## config.mk

```make
export PLATFORM = sky130hd
export DESIGN_NAME = keypad_scan
export DESIGN_NICKNAME = d
export VERILOG_FILES = /design/src/rtl/keypad_pkg.sv /design/src/rtl/keypad_row_sync.sv /design/src/rtl/keypad_scan.sv
export SDC_FILE = /design/constraint.sdc
export NUM_CORES = 1
export LEC_CHECK = 0
export CAP_MARGIN = 0
export CORE_MARGIN = 2
export CORE_UTILIZATION = 35
export CTS_BUF_LIST = sky130_fd_sc_hd__clkbuf_4 sky130_fd_sc_hd__clkbuf_8
export DETAILED_ROUTE_END_ITERATION = 8
export SYNTH_ARGS = -nofsm -noshare
export SYNTH_HDL_FRONTEND = slang
export SYNTH_SLANG_ARGS = --single-unit
```

## constraint.sdc

```tcl
create_clock -name clk -period 3.2 [get_ports clk]
set_input_delay 0.64 -clock clk [delete_from_list [all_inputs] [get_ports clk]]
set_output_delay 0.64 -clock clk [all_outputs]
set_load 0.01 [all_outputs]
```

## src/rtl/keypad_pkg.sv

```systemverilog
// Shared types and constants for the 4x4 hex keypad scanner.
// KEYMAP is indexed [row][column], column 0 being the col[0] strobe.
package keypad_pkg;

  typedef enum logic [1:0] {
    SCAN     = 2'd0,
    DEBOUNCE = 2'd1,
    HELD     = 2'd2
  } state_t;

  localparam logic [3:0] KEYMAP [4][4] = '{
    '{4'h1, 4'h2, 4'h3, 4'hA},
    '{4'h4, 4'h5, 4'h6, 4'hB},
    '{4'h7, 4'h8, 4'h9, 4'hC},
    '{4'h0, 4'hF, 4'hE, 4'hD}
  };

  // Position of the single low bit in an active-low one-cold column strobe.
  function automatic logic [1:0] col_index(input logic [3:0] col);
    logic [1:0] idx;
    case (col)
      4'b1101: idx = 2'd1;
      4'b1011: idx = 2'd2;
      4'b0111: idx = 2'd3;
      default: idx = 2'd0;
    endcase
    return idx;
  endfunction

endpackage

```

## src/rtl/keypad_row_sync.sv

```systemverilog
// Two-flop synchronizer for the asynchronous, active-low row lines.
// Resets to all ones so the scanner sees "no key" right after reset.
module keypad_row_sync (
  input  logic       clk,
  input  logic       reset,
  input  logic [3:0] d,
  output logic [3:0] q
);

  logic [3:0] meta;

  always_ff @(posedge clk) begin
    if (reset) begin
      meta <= 4'hF;
      q    <= 4'hF;
    end else begin
      meta <= d;
      q    <= meta;
    end
  end

endmodule

```

## src/rtl/keypad_scan.sv

```systemverilog
// Column-strobing scanner and debouncer for a 4x4 hex keypad; reports each
// accepted key once via key_valid and tracks it with key_held until release.
module keypad_scan
  import keypad_pkg::*;
#(
  parameter int N   = 16,
  parameter int DEB = 16
) (
  input  logic       clk,
  input  logic       reset,
  input  logic [3:0] row,
  output logic [3:0] col,
  output logic [3:0] key,
  output logic       key_valid,
  output logic       key_held,
  output logic [1:0] dbg_state
);

  localparam int DW = $clog2(DEB + 1);
  localparam logic [DW-1:0] DEB_MAX = DW'(DEB);

  logic [3:0]    row_s;
  logic [N-1:0]  dwell;
  logic          sample;
  state_t        state, state_d;
  logic [3:0]    col_d, col_rot, key_d;
  logic          valid_d, held_d;
  logic [DW-1:0] deb_cnt, deb_d, rel_cnt, rel_d;
  logic [1:0]    lat_row, lat_row_d, win_row;

  keypad_row_sync u_sync (
    .clk   (clk),
    .reset (reset),
    .d     (row),
    .q     (row_s)
  );

  assign sample    = &dwell;
  assign col_rot   = {col[2:0], col[3]};
  assign dbg_state = state;

  // Lowest-index low row wins when several rows are pulled down together.
  always_comb begin
    win_row = 2'd3;
    for (int r = 3; r >= 0; r--) begin
      if (!row_s[r]) win_row = 2'(r);
    end
  end

  always_comb begin
    state_d   = state;
    col_d     = col;
    key_d     = key;
    valid_d   = 1'b0;
    held_d    = key_held;
    deb_d     = deb_cnt;
    rel_d     = rel_cnt;
    lat_row_d = lat_row;
    if (sample) begin
      case (state)
        SCAN: begin
          if (row_s == 4'hF) begin
            col_d = col_rot;
          end else begin
            lat_row_d = win_row;
            deb_d     = '0;
            state_d   = DEBOUNCE;
          end
        end
        DEBOUNCE: begin
          if (!row_s[lat_row]) begin
            deb_d = (deb_cnt == DEB_MAX) ? deb_cnt : deb_cnt + 1'b1;
            if (deb_d == DEB_MAX) begin
              key_d   = KEYMAP[lat_row][col_index(col)];
              valid_d = 1'b1;
              held_d  = 1'b1;
              rel_d   = '0;
              state_d = HELD;
            end
          end else begin
            col_d   = col_rot;
            state_d = SCAN;
          end
        end
        HELD: begin
          // Only the latched row matters; the frozen column hides other keys.
          if (row_s[lat_row]) begin
            rel_d = (rel_cnt == DEB_MAX) ? rel_cnt : rel_cnt + 1'b1;
            if (rel_d == DEB_MAX) begin
              held_d  = 1'b0;
              col_d   = col_rot;
              state_d = SCAN;
            end
          end else begin
            rel_d = '0;
          end
        end
        default: state_d = SCAN;
      endcase
    end
  end

  always_ff @(posedge clk) begin
    if (reset) begin
      dwell     <= '0;
      state     <= SCAN;
      col       <= 4'b1110;
      key       <= 4'h0;
      key_valid <= 1'b0;
      key_held  <= 1'b0;
      deb_cnt   <= '0;
      rel_cnt   <= '0;
      lat_row   <= 2'd0;
    end else begin
      dwell     <= dwell + 1'b1;
      state     <= state_d;
      col       <= col_d;
      key       <= key_d;
      key_valid <= valid_d;
      key_held  <= held_d;
      deb_cnt   <= deb_d;
      rel_cnt   <= rel_d;
      lat_row   <= lat_row_d;
    end
  end

endmodule

```

Figure 1. Sequential cells grouped by signal name (run 1).
Other sequential cells in the stronger gray, the rest of the logic in the fainter gray.
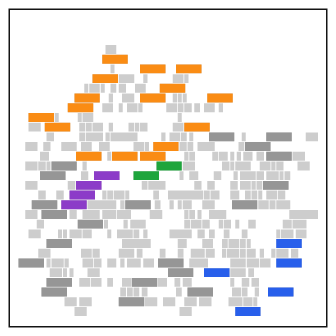
Key: `u_sync.q` = purple [flops 4, where middle left]; `deb_cnt` = blue [flops 5, where lower right]; `dwell` = orange [flops 16]; `dbg_state` = green [flops 2]
Another 21 sequential cells are not colored.
power of the sequential group: 609 µW
sequential share of cell area: 33.8%
sequential cell area in the final layout: 961 µm²

Figure 2. Clock routing (run 1).
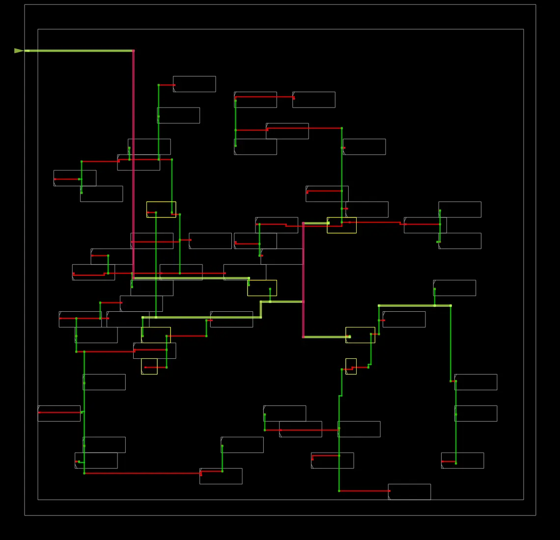
Worst Skew: 0.00431 ns
insertion delay of the later-clocked pin in the worst-skew pair: 0.30 ns

Figure 3. Routed clock nets over the placement (run 1).
The bar under the picture is 20 µm long.
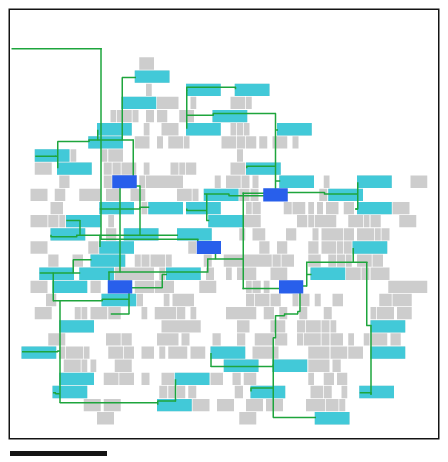
Key: flip-flops = cyan [count 48]; clock wires = green [length 621 µm]; clock-net drivers = blue [count 5]
Position of the flops: all over the die.
clock group share of total power: 35.0%
Clk. pwr: 348 µW

==> results.txt, run 1 <==
Synthesis and place-and-route results.

- The async set-or-reset flop fraction in the synthesized netlist is 0%.
- The required time of the worst setup path is 3.43 ns.
- In this run the critical register-to-register path is captured at key[2].
- The report lists the number of standard-cell rows as 30.
- Summed over all nets, the half-perimeter wirelength after detailed placement is 3340 µm.
- Summing the areas of all and, or, nand and nor instances in the mapped netlist gives between 20% and 30% of the synthesized area.
- In this run the VDD rail shows a maximum IR drop of about 0.00027 V.
- The worst register-to-register path has a setup slack of roughly 0.66 ns.
- The final setup violation count is 0.
- The detailed router finished its first iteration with 126 violations.
- The combinational family with the most area after synthesis is simple AND/OR/NAND/NOR gates.
- The placement summary gives the final routability congestion estimate as 0.850.
- Per the TritonCTS log, the buffer count is 5.
- The count of tool warnings is 30.
- The post-route DRC violation count is 0.
- Multiplexer cells account for 7.64% of the synthesized area.
- The wire length after detailed routing is roughly 4800 µm.
- By area the synthesized netlist is led by sky130_fd_sc_hd__dfxtp_1 38%, sky130_fd_sc_hd__nor2_1 5.2%, sky130_fd_sc_hd__xor2_1 4.2%.
- Before any placement, the netlist area is recorded as around 2500 µm².
- The region available for standard cell placement spans between 6000 and 7000 µm².
- After Yosys synthesis, XOR and XNOR cells account for 6.64% of the synthesized area.
- During synthesis, Yosys emitted a total of 0 warnings.
- The setup path with the least slack is of type flip-flop to flip-flop.
- The timing report shows that the slowest cell on the worst path is sky130_fd_sc_hd__or4_1.
- Derived from the worst setup path, the maximum achievable clock frequency is 0.394 GHz.
- The data arrival time at the worst-slack endpoint is 2.77 ns.
- The aoi/oai-family share of the synthesized area is 13.0%.
- The accumulated negative setup slack is 0 ns.
- The number of buffers and inverters on the critical path is 1.
- The layout summary lists the proportion of cells stronger than drive strength 1 as ~11%.
- The peak per-stage delay on the critical path is 0.56 ns.
- The share of the synthesized area in the top cell type is approximately two fifths.
- The highest fanout seen on the critical path is 8.
- Pins over their slew limit in the final report were tallied at 0.
- The top-level port count is 18.
- The number of nets produced by synthesis is 291.
- The number of nets in the layout is 306.
- The global-route wire length before repair is approximately 8000 µm.
- The worst-case headroom to the max-slew limit is around 57%.
- Post-CTS repair ended up resizing 0 cells.
- Subtracting the final worst setup slack from the clock period gives approximately 2.5 ns.
- The flow ran to the end, and the final reports show no timing, DRC or antenna violations.
- Note that the worst hold path type here is flip-flop to flip-flop.
- The worst hold path terminates at u_sync.q[3].
- The sequential cell area fraction in the yosys report is approximately two fifths.
- The primary flip-flop cell chosen by synthesis mapping is sky130_fd_sc_hd__dfxtp_1.
- The initial antenna violation count was 0.
- The final worst-path cycle share is 79.2%.
- The script logs the ratio of routed vias to standard cells as ~5.0.
- The buffer cell driving the clock tree root is sky130_fd_sc_hd__clkbuf_8.
- Setup repair after global routing left no endpoint under its margin.
- The number of global-route vias before repair is about 1700.
- The worst reg2reg path depth is 7.
## run 1: per-stage QoR
| step | utilization [%] | cells |
|---|---|---|
| after floorplan | - | 277 |
| after global placement | 40.2 | 381 |
| after detailed placement | 40.2 | 381 |
| after CTS | 41.4 | 388 |
| after global routing | 41.4 | 388 |
| final | 41.4 | 388 |
## run 1: registers in the layout, summed over array words and instances (netlist names)
signal and count:
key_valid 1, deb_cnt 5, rel_cnt 5, dbg_state 2, key 4, dwell 16
col 4, lat_row 2, u_sync.q 4, key_held 1, u_sync.meta 4
## run 1: cells by family after synthesis
group	count (synthesis)
xor gates and xnor gates	19
and+or+nand+nor	118
DFF	48
muxes	15
buffers and inverters	23
AOI/OAI and AO/OA	46
adders and majority gates	8
## run 1: cells in the final DEF, fill, tap and decap left out, drive strengths merged, types with 6 or more instances in the layout
master	instances
nand2	15
dfxtp	48
clkdlybuf4s50	17
clkbuf	6
xor2	12
or2	8
xnor2	7
o21ai	12
mux2i	10
ha	8
a21oi	10
nand3	16
and3	8
inv	13
nor2	35
## run 1: power by group
part	leakage, µW	switching [µW]	internal (µW)	total [µW]
logic	0.000536	19.6	17.0	36.5
clock network	0.0000445	191	157	348
registers	0.000389	4.84	605	609
total	0.000969	215	779	994
## run 1: metal layers
| metal | share of wire, % | track usage, % | vias to the layer above |
|---|---|---|---|
| li1 | - | - | 1021 |
| met1 | 51 | 17.7 | 900 |
| met2 | 44 | 19.8 | 33 |
| met3 | 3.8 | 4.38 | 5 |
| met4 | 1.2 | 3.99 | 0 |
| met5 | 0 | 0 | - |
## run 1: layout make-up
type | count | area (µm²)
Clock buffer | 6 | 76.3
Timing Repair Buffer | 18 | 178
Sequential cell | 48 | 961
Multi-Input combinational cell | 206 | 1460
Fill cell | 707 | 4030
Inverter | 13 | 48.8
Tap cell | 96 | 120
Clock inverter | 1 | 5.00
## run 1: cells in the mapped netlist, types with 3 or more instances
library cell               number
sky130_fd_sc_hd__and3_1         7
sky130_fd_sc_hd__inv_1         13
sky130_fd_sc_hd__nor3_1         5
sky130_fd_sc_hd__xor2_1        12
sky130_fd_sc_hd__mux2_2         3
sky130_fd_sc_hd__xnor2_1        7
sky130_fd_sc_hd__nor2_1        35
sky130_fd_sc_hd__o21ai_0       12
sky130_fd_sc_hd__nand4_1        4
sky130_fd_sc_hd__nand3_1       15
sky130_fd_sc_hd__nor2b_1        4
sky130_fd_sc_hd__or2_2          8
sky130_fd_sc_hd__dfxtp_1       48
sky130_fd_sc_hd__mux2i_1        9
sky130_fd_sc_hd__clkbuf_1       8
sky130_fd_sc_hd__a31oi_1        4
sky130_fd_sc_hd__ha_1           8
sky130_fd_sc_hd__nand2_1       15
sky130_fd_sc_hd__o31ai_1        3
sky130_fd_sc_hd__and4_1         3
sky130_fd_sc_hd__a21oi_1       10
## run 1: how the worst max path moves through the flow
stage / startpoint / to / slack [ns] / cells past startpoint
floorplan: deb_cnt[0] / key[2] / 0.92 / 7
global placement: deb_cnt[0] / key[2] / 0.76 / 7
detailed placement: deb_cnt[0] / key[2] / 0.70 / 7
CTS: deb_cnt[0] / key[2] / 0.67 / 7
global route: deb_cnt[0] / key[2] / 0.47 / 7
finish: deb_cnt[0] / key[2] / 0.66 / 7
==> run 1 -> run 2 <==
==> constraint.sdc (replaced) <==
create_clock -name clk -period 2.19 [get_ports clk]
set_input_delay 0.438 -clock clk [delete_from_list [all_inputs] [get_ports clk]]
set_output_delay 0.438 -clock clk [all_outputs]
set_load 0.01 [all_outputs]
Figure 4. Sequential cells grouped by signal name (run 2).
Other sequential cells in the stronger gray, the rest of the logic in the fainter gray.
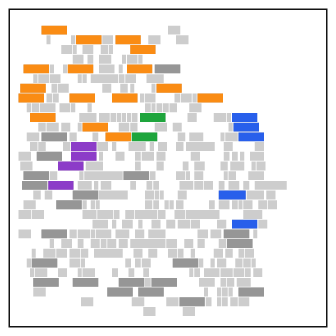
Key: `dwell` = orange [flops 16]; `dbg_state` = green [flops 2]; `deb_cnt` = blue [flops 5]; `u_sync.q` = purple [flops 4, where middle left]
Another 21 sequential cells are not colored.
share of the core filled with cells: 44.9%
power of the sequential group: 890 µW
sequential share of cell area: 31.2%
sequential cell area in the final layout: 962 µm²

==> run 2 against run 1 <==
Design area is 8.5% higher. Register-to-register slack worse by 0.55 ns. Die size stayed put. First-iteration DRC count is 61% lower. Core utilization is 3.5 points higher. Clock-buffer cell count is 1 lower. Critical endpoint unchanged. Largest power group unchanged.
==> results.txt, run 2 <==
Synthesis and place-and-route results.

- The run finished with clean final reports.
- The area added between synthesis and finish is 23.2%.
- The static power due to leakage is between 0.001 and 0.0015 µW.
- The synthesized area per cell is 9.04 µm².
- On the critical path, the stage with the largest delay is an instance of sky130_fd_sc_hd__or4_1.
- The routability congestion estimate is between 0.8 and 0.9.
- After the first detailed-routing iteration, the DRC count stood at between 40 and 50.
- For this run, asynchronously set or reset flops after synthesis account for 0%.
- The final worst-path cycle share is around 95%.
- Yosys reports a chip area of around 2500 µm².
- The clock net sink count is around 48.
- The number of nets produced by synthesis is 291.
- Recorded from the global router log, the overflow total was 0.
- In the post-route report, total wirelength is listed as about 5100 µm.
- The synthesized design spends more area on one cell type than any other, namely sky130_fd_sc_hd__dfxtp_1.
- The final HPWL from detailed placement is around 3700 µm.
- The total clock buffers created by CTS is 5.
- The total track usage is between 10% and 20%.
- The worst setup path is captured at a flip-flop.
- Once detail routing completed, the nets flagged for antenna violations numbered 0.
- Per the slew report, the remaining headroom to the max-slew limit stands at ~72%.
- The post-route total power is around 1600 µW.
- The achievable clock frequency is ~0.48 GHz.
- According to the hold report, the worst path is of the flip-flop to flip-flop type.
- The primary flip-flop cell chosen by synthesis mapping is sky130_fd_sc_hd__dfxtp_1.
- The data arrival time at the worst-slack endpoint is between 2 and 2.5 ns.
- The timing report gives the biggest stage delay along the critical path as 0.53 ns.
- The worst setup path is launched from a flip-flop.
- The number of max-cap violations is 0.
- In this run the vertical extent of the chip is slightly below 90 µm.
- The first global-routing pass estimated 8910 µm of wire.
- For this design, Yosys synthesis ends with a cell count of 277.
- Counting every instance in the synthesized netlist gives between 200 and 300.
- The initial antenna violation count was 0.
- The largest registers in the layout are dwell x16, deb_cnt x5, rel_cnt x5.
- The final timing report lists a max-slew violation count of 0.
- The register with the most flip-flops in the layout has 16 of them.
- The met3 usage is 2.89%.
- Looking at the setup timing report, the critical path kind is flip-flop to flip-flop.
- The number of global-route vias before repair is ~2000.
- In the final run the clock tree shows a worst skew of between 0.007 and 0.008 ns.
- Per the cell usage report, the commonest logic cells after layout are 47 x sky130_fd_sc_hd__dfxtp_1, 35 x sky130_fd_sc_hd__nor2_1, 24 x sky130_fd_sc_hd__buf_4, 17 x sky130_fd_sc_hd__clkdlybuf4s50_1.
- The maximum number of pins on one net before global-route repair is around 41.
- The number of synthesized register bits is between 40 and 50.
- Counting instances in the post-synthesis netlist gives the leading cell types as 48 x sky130_fd_sc_hd__dfxtp_1, 35 x sky130_fd_sc_hd__nor2_1, 15 x sky130_fd_sc_hd__nand2_1, 15 x sky130_fd_sc_hd__nand3_1, 13 x sky130_fd_sc_hd__inv_1.
- The clock tree from TritonCTS is built.
- The final setup violation count is 0.
- In the post-synthesis netlist, the biggest area contributors are sky130_fd_sc_hd__dfxtp_1 38%, sky130_fd_sc_hd__nor2_1 5.2%, sky130_fd_sc_hd__xor2_1 4.2%.
- The count of tool warnings is 30.
- The finished layout holds ~410 standard cells, fillers aside.
- Once placement completed, the tool counted placed cells totaling about 400.
- Summing every instance area after synthesis gives about 2500 µm².
- STA puts the critical path data required time at around 2.4 ns.
- The footprint of the multi-input gates is ~1500 µm².
- The final timing report lists a hold violation count of 0.
- The layout summary lists the proportion of cells stronger than drive strength 1 as 19.6%.
- The area fraction of the largest cell type after synthesis is about two fifths.
- For this run, global-route usage on met2 was measured as 24.4%.
- The largest vdd supply drop is 0.000461 V.
- The number of diodes is 0.
- According to the floorplan report, the total die area is roughly 7800 µm².
- The buffer cell driving the clock tree root is sky130_fd_sc_hd__clkbuf_8.
- The DRC violation total left in the routed layout is recorded as 0.
- Per the cell usage report, the commonest logic cell in the layout is sky130_fd_sc_hd__dfxtp_1.
- The total number of vias is between 2000 and 2500.
- The count of cell types in the netlist is roughly 56.
- Counting I/O delays and the setup requirement, the final critical path takes 2.08 ns.
- The number of nets in the layout is between 300 and 400.
- The sequential cell area fraction in the yosys report is a little under two fifths.
- Sorting the synthesis cell report by count puts at the top sky130_fd_sc_hd__dfxtp_1.
- The routing layer with the top usage in global route is met2.
- The count of warnings emitted by yosys is 0.
- The highest fanout seen on the critical path is 4.
- The floorplan step defined a core boundary enclosing between 6000 and 7000 µm².
- Yosys mapped a number of flops with a built-in enable equal to 0.
- The detailed-route vias per instance is 5.02.
- The register with the most flip-flops in the final layout is dwell.
- Fill cells in the final layout number a little under 700.
- The clock latency on the worst-skew pair is around 0.30 ns.
- The top-level port count is 18.
- The met1 track demand over resource is approximately 18%.
- The placement row count is 30.
## run 2: routing by layer
layer  up-vias  part of all wire [%]  routed length, µm
met5         -                     0                  0
met4         0                   1.1                 55
li1       1066                     -                  -
met2        26                    49               2510
met3         7                   3.0                156
met1       969                    47               2410
## run 2: critical path, delay by kind of cell, from the launching register on
kind	cells	cell delay [ns]
and+or+nand+nor	2	0.78
DFF	1	0.32
muxes	1	0.36
AOI/OAI and AO/OA	2	0.33
buffers and inverters	1	0.06
adders and majority gates	1	0.18
## run 2: worst paths after layout
check | startpoint | cells after the start | to | slack, ns
min reg2reg | u_sync.meta[2] | 1 | u_sync.q[2] | 0.41
max reg2reg | deb_cnt[0] | 7 | key[2] | 0.11
min | u_sync.meta[2] | 1 | u_sync.q[2] | 0.41
max | deb_cnt[0] | 7 | key[2] | 0.11
## run 2: kinds of logic after synthesis
logic type	count (synthesis)	share of synthesized area (%)
buffers and inverters	23	3.55
XOR/XNOR	19	6.64
AND/OR/NAND/NOR	118	26.8
AND-OR/OR-AND	46	13.0
multiplexers	15	7.64
flip-flops	48	38.4
adder cells (fa/ha/maj)	8	4.00
## run 2: area by class of cell
class,instances,area share (%)
multi-input cells,206,48.4
flip-flops and latches,48,31.2
repair buffers,41,11.4
well taps,96,3.89
clock buffers,5,2.23
inverters,13,1.58
clock inverters,3,1.38
## run 2: what timing repair did
item                                    4_1_cts  5_1_grt
setup buffers                                 3        0
gates resized                                 1        8
pin swaps                                     1        3
endpoints found under the setup margin        2       10
## run 2: report_power, final
| part | internal, µW | total (µW) | switching, µW | leakage [µW] |
|---|---|---|---|---|
| sequential | 883 | 890 | 7.00 | 0.000390 |
| clock | 338 | 634 | 296 | 0.0000541 |
| combinational | 27.0 | 55.9 | 28.8 | 0.000646 |
## run 2: through the flow
stage | area [µm²] | util [%] | setup TNS (ns) | hold slack [ns]
2_1_floorplan | 2510 | - | 0 | 0.389
3_3_place_gp | 2920 | 42.5 | 0 | 0.391
3_5_place_dp | 2920 | 42.5 | -0.0465 | 0.394
4_1_cts | 3060 | 44.6 | 0 | 0.412
5_1_grt | 3090 | 44.9 | -0.00657 | 0.423
6_report | 3090 | 44.9 | 0 | 0.408
No activity file was given, so power comes from the tool's default toggle rates.
